## src/rtl/idli_sdecode_m_if.sv

```systemverilog
// Beat/op bundle for idli_sdecode_m: instruction beats in, decoded op record out.
// o_sdc_dbg_state mirrors the collector state (0 INSN, 1 IMM, 2 HOLD) for checkers.
interface idli_sdecode_m_if #(
  parameter int LANE_W = 4,
  parameter int IMM_W  = 16
);
  logic              i_sdc_flush;
  logic [LANE_W-1:0] i_sdc_enc;
  logic              i_sdc_enc_vld;
  logic              o_sdc_enc_rdy;
  logic              o_sdc_op_vld;
  logic              i_sdc_op_rdy;
  logic [4:0]        o_sdc_opc;
  logic [1:0]        o_sdc_p;
  logic [2:0]        o_sdc_a;
  logic [1:0]        o_sdc_q;
  logic [2:0]        o_sdc_b;
  logic [2:0]        o_sdc_c;
  logic [IMM_W-1:0]  o_sdc_imm;
  logic              o_sdc_imm_vld;
  logic [1:0]        o_sdc_dbg_state;

  // Handshakes: a beat transfers on a clock edge where i_sdc_enc_vld && o_sdc_enc_rdy;
  // an op transfers where o_sdc_op_vld && i_sdc_op_rdy. Neither rdy depends on the
  // matching vld, and o_sdc_op_vld never depends on i_sdc_op_rdy.
  modport slave (
    input  i_sdc_flush, i_sdc_enc, i_sdc_enc_vld, i_sdc_op_rdy,
    output o_sdc_enc_rdy, o_sdc_op_vld, o_sdc_opc, o_sdc_p, o_sdc_a, o_sdc_q,
           o_sdc_b, o_sdc_c, o_sdc_imm, o_sdc_imm_vld, o_sdc_dbg_state
  );

  modport master (
    output i_sdc_flush, i_sdc_enc, i_sdc_enc_vld, i_sdc_op_rdy,
    input  o_sdc_enc_rdy, o_sdc_op_vld, o_sdc_opc, o_sdc_p, o_sdc_a, o_sdc_q,
           o_sdc_b, o_sdc_c, o_sdc_imm, o_sdc_imm_vld, o_sdc_dbg_state
  );
endinterface

```

## src/rtl/idli_sdecode_m.sv

```systemverilog
// Serial instruction decoder: LANE_W-bit beats, MSB first, into one decoded op record.
// Define IDLI_SDECODE_OVERLAP_EN to keep collecting the next op while one is held.
module idli_sdecode_m #(
  parameter int LANE_W = 4,
  parameter int IMM_W  = 16
) (
  input  logic              i_sdc_gck,
  input  logic              i_sdc_rst,
  idli_sdecode_m_if.slave   sdc
);

  localparam logic [1:0] ST_INSN = 2'd0;
  localparam logic [1:0] ST_IMM  = 2'd1;
  localparam logic [1:0] ST_HOLD = 2'd2;

  localparam int INSN_BEATS = 16 / LANE_W;
  localparam int IMM_BEATS  = IMM_W / LANE_W;
  localparam int MAX_BEATS  = (INSN_BEATS > IMM_BEATS) ? INSN_BEATS : IMM_BEATS;
  localparam int CNT_W      = $clog2(MAX_BEATS + 1);
  localparam int SR_W       = (IMM_W > 16) ? IMM_W : 16;

  if (!(LANE_W == 1 || LANE_W == 2 || LANE_W == 4 || LANE_W == 8 || LANE_W == 16)) begin : g_bad_lane
    $error("idli_sdecode_m: LANE_W must be 1, 2, 4, 8 or 16");
  end
  if ((IMM_W < LANE_W) || ((IMM_W % LANE_W) != 0)) begin : g_bad_imm
    $error("idli_sdecode_m: IMM_W must be a non-zero multiple of LANE_W");
  end

  typedef struct packed {
    logic [4:0]       opc;
    logic [1:0]       p;
    logic [2:0]       a;
    logic [1:0]       q;
    logic [2:0]       b;
    logic [2:0]       c;
    logic [IMM_W-1:0] imm;
    logic             imm_vld;
  } rec_t;

  logic [1:0]       state_q, state_d;
  logic [CNT_W-1:0] cnt_q, cnt_d;
  logic [SR_W-1:0]  sr_q, sr_d, sr_shift;
  rec_t             out_q, out_d, dec_rec;
  logic             enc_rdy, op_vld, beat;
  logic             insn_last, imm_last, word_nop, word_imm;
  logic [15:0]      word;
  logic [IMM_W-1:0] imm_val;

  // The word/immediate is taken from the shift result so the final beat is included.
  always_comb begin
    sr_shift  = (sr_q << LANE_W) | SR_W'(sdc.i_sdc_enc);
    word      = sr_shift[15:0];
    imm_val   = sr_shift[IMM_W-1:0];
    word_nop  = (word[15:12] == 4'b0000) && !word[8];
    word_imm  = (word[2:0] == 3'b111);
    insn_last = (state_q == ST_INSN) && (cnt_q == CNT_W'(INSN_BEATS - 1));
    imm_last  = (state_q == ST_IMM)  && (cnt_q == CNT_W'(IMM_BEATS - 1));
    dec_rec         = '0;
    dec_rec.opc     = word[15:11];
    dec_rec.p       = (word[15:12] == 4'b0000) ? 2'b00 : word[10:9];
    dec_rec.a       = word[8:6];
    dec_rec.q       = word[7:6];
    dec_rec.b       = word[5:3];
    dec_rec.c       = word[2:0];
  end

  assign beat = sdc.i_sdc_enc_vld && enc_rdy;

`ifdef IDLI_SDECODE_OVERLAP_EN
  // Output slot (out_q/out_vld_q) is independent of the collector; HOLD here means a
  // completed op is parked in pend_q waiting for the output slot to free up.
  logic out_vld_q, out_vld_d;
  rec_t pend_q, pend_d;
  rec_t done_rec;
  logic done, slot_free;

  assign enc_rdy   = (state_q != ST_HOLD);
  assign op_vld    = out_vld_q;
  assign slot_free = !out_vld_q || sdc.i_sdc_op_rdy;

  always_comb begin
    state_d   = state_q;
    cnt_d     = cnt_q;
    sr_d      = sr_q;
    out_d     = out_q;
    pend_d    = pend_q;
    out_vld_d = out_vld_q && !sdc.i_sdc_op_rdy;
    done      = 1'b0;
    done_rec  = pend_q;
    if (beat) begin
      sr_d  = sr_shift;
      cnt_d = cnt_q + CNT_W'(1);
      if (insn_last) begin
        cnt_d = '0;
        if (!word_nop) begin
          if (word_imm) begin
            pend_d  = dec_rec;
            state_d = ST_IMM;
          end else begin
            done     = 1'b1;
            done_rec = dec_rec;
          end
        end
      end else if (imm_last) begin
        cnt_d            = '0;
        done             = 1'b1;
        done_rec.imm     = imm_val;
        done_rec.imm_vld = 1'b1;
      end
    end
    if ((state_q == ST_HOLD) && slot_free) begin
      out_d     = pend_q;
      out_vld_d = 1'b1;
      state_d   = ST_INSN;
    end
    if (done) begin
      if (slot_free) begin
        out_d     = done_rec;
        out_vld_d = 1'b1;
        state_d   = ST_INSN;
      end else begin
        pend_d  = done_rec;
        state_d = ST_HOLD;
      end
    end
    if (sdc.i_sdc_flush) begin
      state_d   = ST_INSN;
      cnt_d     = '0;
      out_vld_d = 1'b0;
    end
  end

  always_ff @(posedge i_sdc_gck or posedge i_sdc_rst) begin
    if (i_sdc_rst) begin
      out_vld_q <= 1'b0;
      pend_q    <= '0;
    end else begin
      out_vld_q <= out_vld_d;
      pend_q    <= pend_d;
    end
  end
`else
  // Fields are latched straight into the output record; HOLD is the only valid state.
  assign enc_rdy = (state_q != ST_HOLD);
  assign op_vld  = (state_q == ST_HOLD);

  always_comb begin
    state_d = state_q;
    cnt_d   = cnt_q;
    sr_d    = sr_q;
    out_d   = out_q;
    if (beat) begin
      sr_d  = sr_shift;
      cnt_d = cnt_q + CNT_W'(1);
      if (insn_last) begin
        cnt_d = '0;
        if (!word_nop) begin
          out_d   = dec_rec;
          state_d = word_imm ? ST_IMM : ST_HOLD;
        end
      end else if (imm_last) begin
        cnt_d         = '0;
        out_d.imm     = imm_val;
        out_d.imm_vld = 1'b1;
        state_d       = ST_HOLD;
      end
    end
    if (op_vld && sdc.i_sdc_op_rdy) begin
      state_d = ST_INSN;
    end
    if (sdc.i_sdc_flush) begin
      state_d = ST_INSN;
      cnt_d   = '0;
    end
  end
`endif

  always_ff @(posedge i_sdc_gck or posedge i_sdc_rst) begin
    if (i_sdc_rst) begin
      state_q <= ST_INSN;
      cnt_q   <= '0;
      sr_q    <= '0;
      out_q   <= '0;
    end else begin
      state_q <= state_d;
      cnt_q   <= cnt_d;
      sr_q    <= sr_d;
      out_q   <= out_d;
    end
  end

  assign sdc.o_sdc_enc_rdy   = enc_rdy;
  assign sdc.o_sdc_op_vld    = op_vld;
  assign sdc.o_sdc_opc       = out_q.opc;
  assign sdc.o_sdc_p         = out_q.p;
  assign sdc.o_sdc_a         = out_q.a;
  assign sdc.o_sdc_q         = out_q.q;
  assign sdc.o_sdc_b         = out_q.b;
  assign sdc.o_sdc_c         = out_q.c;
  assign sdc.o_sdc_imm       = out_q.imm;
  assign sdc.o_sdc_imm_vld   = out_q.imm_vld;
  assign sdc.o_sdc_dbg_state = state_q;

endmodule

```

## src/flat_wrapper.sv

```systemverilog
// flat-port wrapper written by rule: the top's interface ports become plain ports
module idli_sdecode_m_flat 
#(
  parameter int LANE_W = 4,
  parameter int IMM_W  = 16
)
  (i_sdc_gck, i_sdc_rst, sdc_i_sdc_flush, sdc_i_sdc_enc, sdc_i_sdc_enc_vld, sdc_i_sdc_op_rdy, sdc_o_sdc_enc_rdy, sdc_o_sdc_op_vld, sdc_o_sdc_opc, sdc_o_sdc_p, sdc_o_sdc_a, sdc_o_sdc_q, sdc_o_sdc_b, sdc_o_sdc_c, sdc_o_sdc_imm, sdc_o_sdc_imm_vld, sdc_o_sdc_dbg_state);
  idli_sdecode_m_if #(.LANE_W(LANE_W), .IMM_W(IMM_W)) sdc_i ();
  input  logic i_sdc_gck;
  input  logic i_sdc_rst;
  input wire logic [$bits(sdc_i.i_sdc_flush)-1:0] sdc_i_sdc_flush;
  input wire logic [$bits(sdc_i.i_sdc_enc)-1:0] sdc_i_sdc_enc;
  input wire logic [$bits(sdc_i.i_sdc_enc_vld)-1:0] sdc_i_sdc_enc_vld;
  input wire logic [$bits(sdc_i.i_sdc_op_rdy)-1:0] sdc_i_sdc_op_rdy;
  output wire logic [$bits(sdc_i.o_sdc_enc_rdy)-1:0] sdc_o_sdc_enc_rdy;
  output wire logic [$bits(sdc_i.o_sdc_op_vld)-1:0] sdc_o_sdc_op_vld;
  output wire logic [$bits(sdc_i.o_sdc_opc)-1:0] sdc_o_sdc_opc;
  output wire logic [$bits(sdc_i.o_sdc_p)-1:0] sdc_o_sdc_p;
  output wire logic [$bits(sdc_i.o_sdc_a)-1:0] sdc_o_sdc_a;
  output wire logic [$bits(sdc_i.o_sdc_q)-1:0] sdc_o_sdc_q;
  output wire logic [$bits(sdc_i.o_sdc_b)-1:0] sdc_o_sdc_b;
  output wire logic [$bits(sdc_i.o_sdc_c)-1:0] sdc_o_sdc_c;
  output wire logic [$bits(sdc_i.o_sdc_imm)-1:0] sdc_o_sdc_imm;
  output wire logic [$bits(sdc_i.o_sdc_imm_vld)-1:0] sdc_o_sdc_imm_vld;
  output wire logic [$bits(sdc_i.o_sdc_dbg_state)-1:0] sdc_o_sdc_dbg_state;
  assign sdc_i.i_sdc_flush = sdc_i_sdc_flush;
  assign sdc_i.i_sdc_enc = sdc_i_sdc_enc;
  assign sdc_i.i_sdc_enc_vld = sdc_i_sdc_enc_vld;
  assign sdc_i.i_sdc_op_rdy = sdc_i_sdc_op_rdy;
  assign sdc_o_sdc_enc_rdy = sdc_i.o_sdc_enc_rdy;
  assign sdc_o_sdc_op_vld = sdc_i.o_sdc_op_vld;
  assign sdc_o_sdc_opc = sdc_i.o_sdc_opc;
  assign sdc_o_sdc_p = sdc_i.o_sdc_p;
  assign sdc_o_sdc_a = sdc_i.o_sdc_a;
  assign sdc_o_sdc_q = sdc_i.o_sdc_q;
  assign sdc_o_sdc_b = sdc_i.o_sdc_b;
  assign sdc_o_sdc_c = sdc_i.o_sdc_c;
  assign sdc_o_sdc_imm = sdc_i.o_sdc_imm;
  assign sdc_o_sdc_imm_vld = sdc_i.o_sdc_imm_vld;
  assign sdc_o_sdc_dbg_state = sdc_i.o_sdc_dbg_state;
  idli_sdecode_m #(.LANE_W(LANE_W), .IMM_W(IMM_W)) u_core (.i_sdc_gck(i_sdc_gck), .i_sdc_rst(i_sdc_rst), .sdc(sdc_i));
endmodule
```

## config.mk

```make
export PLATFORM = sky130hd
export DESIGN_NAME = idli_sdecode_m_flat
export DESIGN_NICKNAME = d
export VERILOG_FILES = /design/src/rtl/idli_sdecode_m_if.sv /design/src/rtl/idli_sdecode_m.sv /design/src/flat_wrapper.sv
export SDC_FILE = /design/constraint.sdc
export NUM_CORES = 1
export LEC_CHECK = 0
export ABC_AREA = 1
export CELL_PAD_IN_SITES_DETAIL_PLACEMENT = 0
export CELL_PAD_IN_SITES_GLOBAL_PLACEMENT = 2
export CORE_UTILIZATION = 29
export DETAILED_ROUTE_END_ITERATION = 7
export GPL_TIMING_DRIVEN = 0
export PLACE_DENSITY_LB_ADDON = 0.15
export SLEW_MARGIN = 20
export SYNTH_ARGS = -nofsm -noshare
export SYNTH_HDL_FRONTEND = slang
export SYNTH_SLANG_ARGS = --single-unit
```

## constraint.sdc

```tcl
create_clock -name i_sdc_gck -period 1.75 [get_ports i_sdc_gck]
set_input_delay 0.2625 -clock i_sdc_gck [delete_from_list [all_inputs] [get_ports i_sdc_gck]]
set_output_delay 0.2625 -clock i_sdc_gck [all_outputs]
set_load 0.02 [all_outputs]
```

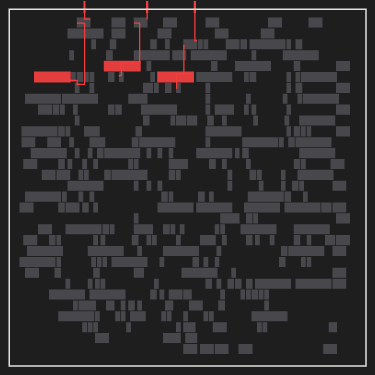
run_1/port_trees.png
(4 px per um)
| port | color | bits | direction | edge | end cells | wire |
|---|---|---|---|---|---|---|
| `sdc_o_sdc_c` | red | 3 | output | top | 3 | 70.0 um |

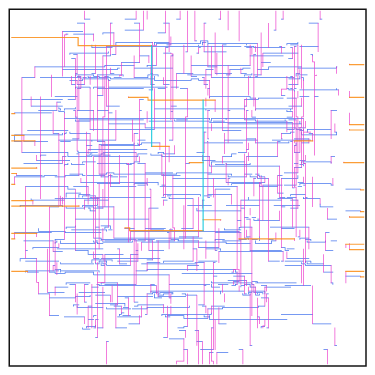
run_1/layers.png
(4 px per um)
| layer | color | wire length |
|---|---|---|
| M4 | cyan | 57.8 um |
| M1 | blue | 2700 um |
| M3 | orange | 198 um |
| M2 | magenta | 2260 um |

==> reports/results.ini <==
[synthesis]
xor_area_share_pct = 0
area_leaders = dfrtp_1, nand2_1, nand3_1
synth_area_um2 = 2190
synth.most_common_cell = nand2_1
top_area_share_pct = 57.2
aoi_share_pct = 7.16
yosys-top-cells-count = nand2_1, dfrtp_1, nor2_1, inv_1, nand3_1
syn_inst = 259
ys_cells = 259

[routing]
remaining_drc_errors = 0
wl_met2_mm = 2.26
routed_via_density = 4.26
wl_per_cell_um = 12.7
routed_wl_mm = 5.21
met3_length_um = 198
drtAntennaViolNets = 0
first_iter_violations = 39

[floorplan]
row_count = 31
boundaryPins = 48
die-area_um2 = 7890
die_h_um = 88.8
core_um2 = 7250

[outcome]
status = completed

[critical_path]
arrival_ns = 1.36
reg2regPathDepth = 7
worstSetupPathType = flip-flop to output port
crit_buf_inv = 2
critical_path_required_ns = 1.49
path_delay_family = buffers and inverters
endpoint = sdc_o_sdc_q[0]
startpoint_type = flip-flop
cp_max_fo = 3
r2r_end = u_core.sdc.o_sdc_imm[1]$_DFFE_PP0P_

[sta]
period_needed_ns = 1.62
finalHoldViolations = 0
max_freq_ghz = 0.618
slew_viol_final = 0
holdWs_ns = 0.383
worstMarginPinSlew_ns = 0.634
rsz0062_at_grt = false
timing.final.crit_share_pct = 92.5

[place]
pre_cts_slack_ns = 0.0800
io_buffers = 47
hpwl_mm = 3.81
placed_cells = 405
place.gp.congestion = 0.705
place_area_um2 = 2780

[clocking]
cts_tree = done
cts_buffers = 5
postCtsSetupRepairBufs = 0

[power]
top_power_group = combinational logic
pwr-share-clk_pct = 15.2
vdd.ir_drop.worst_mv = 0.601
seq-power_mw = 1.78
switchingPower_mw = 1.55
clock_net_power_uw = 640
p_seq_share_pct = 42.3
powerDensity_nw_per_um2 = 1470
total_power_mw = 4.21
pg_comb_mw = 1.79

[cells_and_area]
nNonClkBuffers = 59
flop_area_um2 = 1250
syn_to_final_growth_pct = 30.9
mostFrequentLayoutCells = nand2_1, dfrtp_1, clkdlybuf4s50_1
nNonClkInverters = 28
flop-count = 50
final_layout_size_suffix_gt1_share_pct = 8.95
sh_comb_area_pct = 26.2
largest_register_ffs = 16
clk_share_pct = 2.67
instances_no_fill = 412
antennaDiodeCount = 0

[global_route]
use_met2_pct = 22.2
grt_max_degree = 51
grt_pass1_wl_mm = 8.53
top_usage_layer = met2

[flow_run]
maxCapViolCount = 0

[hold_path]
hold_path.class = input port to asynchronous set/reset pin

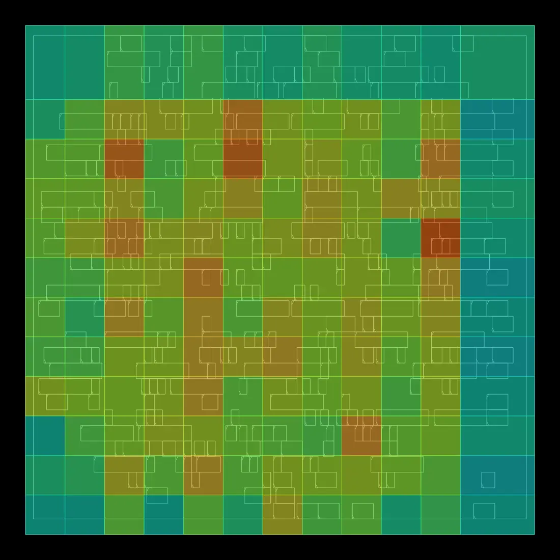
run_1/congestion_map.png
Util after Layout: 39.4%
gr usage total: 14.7%

Power and IR drop assume default switching activity.
